==> config.mk <==
export PLATFORM = sky130hd
export DESIGN_NAME = nn_convnode_sched
export DESIGN_NICKNAME = d
export VERILOG_FILES = /design/src/rtl/nn_convnode_sched.sv
export SDC_FILE = /design/constraint.sdc
export NUM_CORES = 1
export LEC_CHECK = 0
export CAP_MARGIN = 20
export CORE_MARGIN = 1
export CORE_UTILIZATION = 28
export DETAILED_ROUTE_END_ITERATION = 8
export HOLD_SLACK_MARGIN = 0.15
export MAX_ROUTING_LAYER = met4
export PLACE_DENSITY = 0.5
export SLEW_MARGIN = 20
export SYNTH_ARGS = -nofsm -noshare
export SYNTH_HDL_FRONTEND = slang
export SYNTH_SLANG_ARGS = --single-unit
==> constraint.sdc <==
create_clock -name CLK -period 6.26 [get_ports CLK]
set_clock_uncertainty 0.2 [all_clocks]
set_input_delay 1.878 -clock CLK [delete_from_list [all_inputs] [get_ports CLK]]
set_output_delay 1.878 -clock CLK [all_outputs]
set_load 0.05 [all_outputs]
==> src/rtl/nn_convnode_sched.sv <==
// Sequencer for one stochastic convolution node: per output position it clears the node,
// warms the streams up, counts a_out ones over STREAM_LEN cycles and hands the count downstream.
module nn_convnode_sched #(
  parameter int unsigned STREAM_LEN = 256,
  parameter int unsigned WARMUP     = 8,
  parameter int unsigned CLR_CYC    = 2,
  parameter int unsigned NUM_POS    = 4,
  parameter int unsigned POS_W      = 2,
  parameter int unsigned CNT_W      = 9
) (
  input  logic             CLK,
  input  logic             INIT,
  input  logic             start,
  input  logic             abort,
  input  logic             a_out,
  input  logic             res_ready,
  output logic             busy,
  output logic [POS_W-1:0] pos_idx,
  output logic             node_init,
  output logic             a_mem_active,
  output logic             stream_en,
  output logic [CNT_W-1:0] res_data,
  output logic             res_valid,
  output logic             done
);

  // Phase counter shares the result width; every phase length is below 2^CNT_W.
  localparam int unsigned PhW = CNT_W;

  typedef enum logic [2:0] {StIdle, StClr, StWarm, StRun, StHold, StDone} state_e;

  state_e           state_q, state_d;
  logic [PhW-1:0]   phase_q, phase_d;
  logic [CNT_W-1:0] ones_q, ones_d;
  logic [POS_W-1:0] pos_q, pos_d;
  logic [CNT_W-1:0] res_data_q, res_data_d;
  logic             busy_q, busy_d;
  logic             node_init_q, node_init_d;
  logic             a_mem_active_q, a_mem_active_d;
  logic             stream_en_q, stream_en_d;
  logic             res_valid_q, res_valid_d;
  logic             done_q, done_d;

  always_comb begin
    state_d    = state_q;
    phase_d    = phase_q;
    ones_d     = ones_q;
    pos_d      = pos_q;
    res_data_d = res_data_q;

    case (state_q)
      StIdle: begin
        if (start) begin
          state_d = StClr;
          phase_d = PhW'(CLR_CYC - 1);
          pos_d   = '0;
        end
      end
      StClr: begin
        ones_d = '0;
        if (phase_q == '0) begin
          state_d = StWarm;
          phase_d = PhW'(WARMUP - 1);
        end else begin
          phase_d = phase_q - 1'b1;
        end
      end
      StWarm: begin
        if (phase_q == '0) begin
          state_d = StRun;
          phase_d = PhW'(STREAM_LEN - 1);
        end else begin
          phase_d = phase_q - 1'b1;
        end
      end
      StRun: begin
        ones_d = ones_q + CNT_W'(a_out);
        if (phase_q == '0) begin
          // Result includes the final RUN cycle's bit.
          state_d    = StHold;
          res_data_d = ones_q + CNT_W'(a_out);
        end else begin
          phase_d = phase_q - 1'b1;
        end
      end
      StHold: begin
        if (res_ready) begin
          if (pos_q == POS_W'(NUM_POS - 1)) begin
            state_d = StDone;
            pos_d   = '0;
          end else begin
            state_d = StClr;
            phase_d = PhW'(CLR_CYC - 1);
            pos_d   = pos_q + 1'b1;
          end
        end
      end
      StDone: begin
        state_d = StIdle;
      end
      default: begin
        state_d = StIdle;
      end
    endcase

    // Abort returns to idle but keeps the last result visible on res_data.
    if (abort && (state_q != StIdle)) begin
      state_d = StIdle;
      phase_d = '0;
      ones_d  = '0;
      pos_d   = '0;
    end

    busy_d         = (state_d != StIdle);
    node_init_d    = (state_d == StClr);
    a_mem_active_d = (state_d == StWarm) || (state_d == StRun);
    stream_en_d    = (state_d == StWarm) || (state_d == StRun);
    res_valid_d    = (state_d == StHold);
    done_d         = (state_d == StDone);
  end

  always_ff @(posedge CLK) begin
    if (INIT) begin
      state_q        <= StIdle;
      phase_q        <= '0;
      ones_q         <= '0;
      pos_q          <= '0;
      res_data_q     <= '0;
      busy_q         <= 1'b0;
      node_init_q    <= 1'b0;
      a_mem_active_q <= 1'b0;
      stream_en_q    <= 1'b0;
      res_valid_q    <= 1'b0;
      done_q         <= 1'b0;
    end else begin
      state_q        <= state_d;
      phase_q        <= phase_d;
      ones_q         <= ones_d;
      pos_q          <= pos_d;
      res_data_q     <= res_data_d;
      busy_q         <= busy_d;
      node_init_q    <= node_init_d;
      a_mem_active_q <= a_mem_active_d;
      stream_en_q    <= stream_en_d;
      res_valid_q    <= res_valid_d;
      done_q         <= done_d;
    end
  end

  assign busy         = busy_q;
  assign pos_idx      = pos_q;
  assign node_init    = node_init_q;
  assign a_mem_active = a_mem_active_q;
  assign stream_en    = stream_en_q;
  assign res_data     = res_data_q;
  assign res_valid    = res_valid_q;
  assign done         = done_q;

endmodule

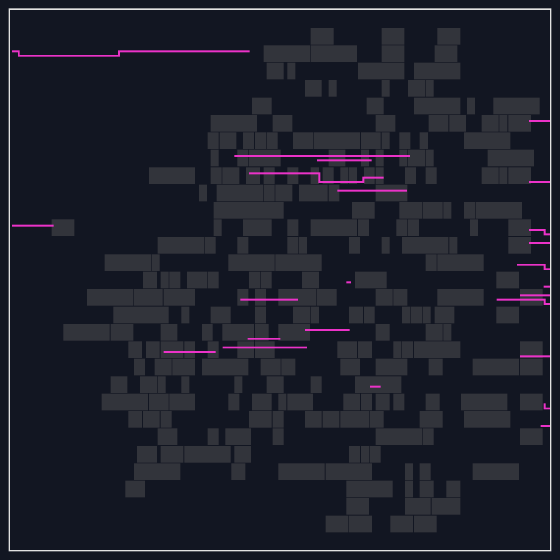
(M3 wires)
Cells faint in the background.
wire length on this layer = 195 um
main direction = horizontal
GR Util met3: 3.54%
routed vias: 1,661

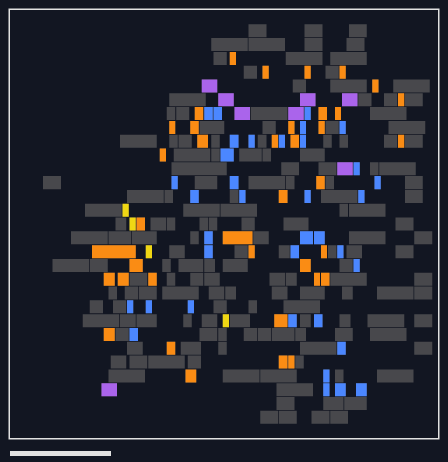
(gate-type map)
The bar under the picture is 20 um long.
yellow -> inv cells  # cells 4, most used inv_1
purple -> xor and xnor cells  # cells 8, most used xnor2_1
blue -> nand cells  # cells 36, most used nand2_1
orange -> nor cells  # cells 38, most used nor2_1
most numerous logic cell after layout: dfxtp_1
Comb/total area: 47.7%
Non-Filler Instances: 319

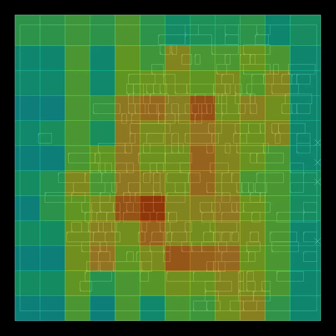
(congestion heat map)
GRT Total Usage: 14.3%
M1 GR Usage: 20.2%
M2 GR Usage: 19.6%
GR peak layer: met1
fin util: 35.7%

==> CHANGELOG.md <==
### Physical design

* CP startpoint kind: primary input
* DR WL met2 at about 1900 um
* Die width at 84.3 um
* Worst min path class: flop to flop
* Register share of total power at 32.8%
* DP Wirelength at roughly 3200 um
* CTS tree: done
* Global-route wire length before repair at 7720 um
* Failing checks: design-rule violations
* FP Core Util at between 20% and 30%
* Multi-input comb cells at 169
* Seq area share at 32.1%
* Setup TNS at 0 ns
* Rel. slew slack at just over 50%
* Yosys top cell by area: dfxtp_1
* # IOs at 23
* Initial DRC count at roughly 76
* Ao+oa area frac at between 20% and 30%
* Yosys Instances at approximately 220
* # DRC at 4
* Outcome: complete, but fails checks
* CTS root buf: clkbuf_8
* Nature of the critical path endpoint: flop
* CP required at roughly 6.2 ns
* Post-CTS setup buffer count at 0
* Wirelength per Cell at 14.5 um
* Floorplan Nets at 230
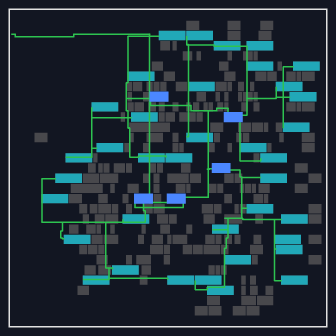
(routed clock nets over the placement)
blue -> clock-net drivers  # count 5
green -> clock wires  # length 567 um
cyan -> flip-flops  # count 37
routed clock nets = 6
clock network power: 220 uW
Worst-Skew Late Latency: 0.29 ns

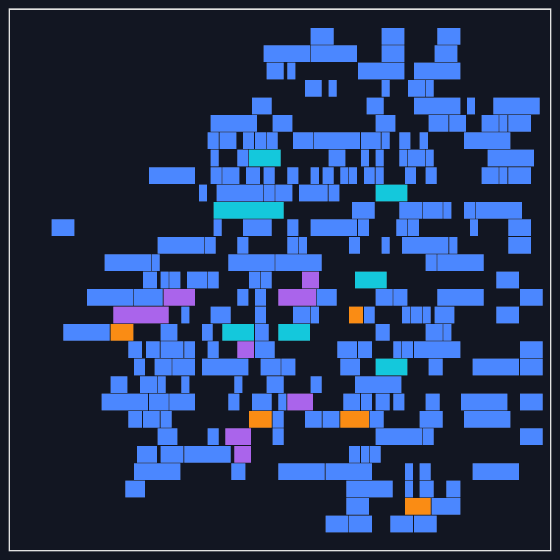
(cells by drive strength)
orange -> x2  # cells 5, share 2.1%
cyan -> x6 and larger  # cells 7, share 2.9%
blue -> x1 and smaller  # cells 222, share 92%
purple -> x3 and x4  # cells 8, share 3.3%
fin worst setup slack: 1.98 ns
Signal buffers: 24

[synthesized netlist by cell type, drive strengths merged, types with 2 or more instances]
| library cell | n |
|---|---|
| o211a | 3 |
| o21ai | 10 |
| a311oi | 4 |
| nor3 | 12 |
| dfxtp | 37 |
| nor2b | 5 |
| nor2 | 17 |
| nand2 | 19 |
| or3 | 3 |
| a211oi | 10 |
| inv | 4 |
| nand2b | 2 |
| nor3b | 2 |
| and2 | 2 |
| a221o | 2 |
| or4 | 2 |
| a31oi | 2 |
| ha | 4 |
| buf | 2 |
| a21boi | 4 |
| a21oi | 18 |
| a21o | 3 |
| nand3b | 2 |
| xor2 | 3 |
| xnor2 | 5 |
| o21a | 2 |
| nand3 | 12 |
| clkbuf | 8 |
No activity file was given, so power comes from the tool's default toggle rates.
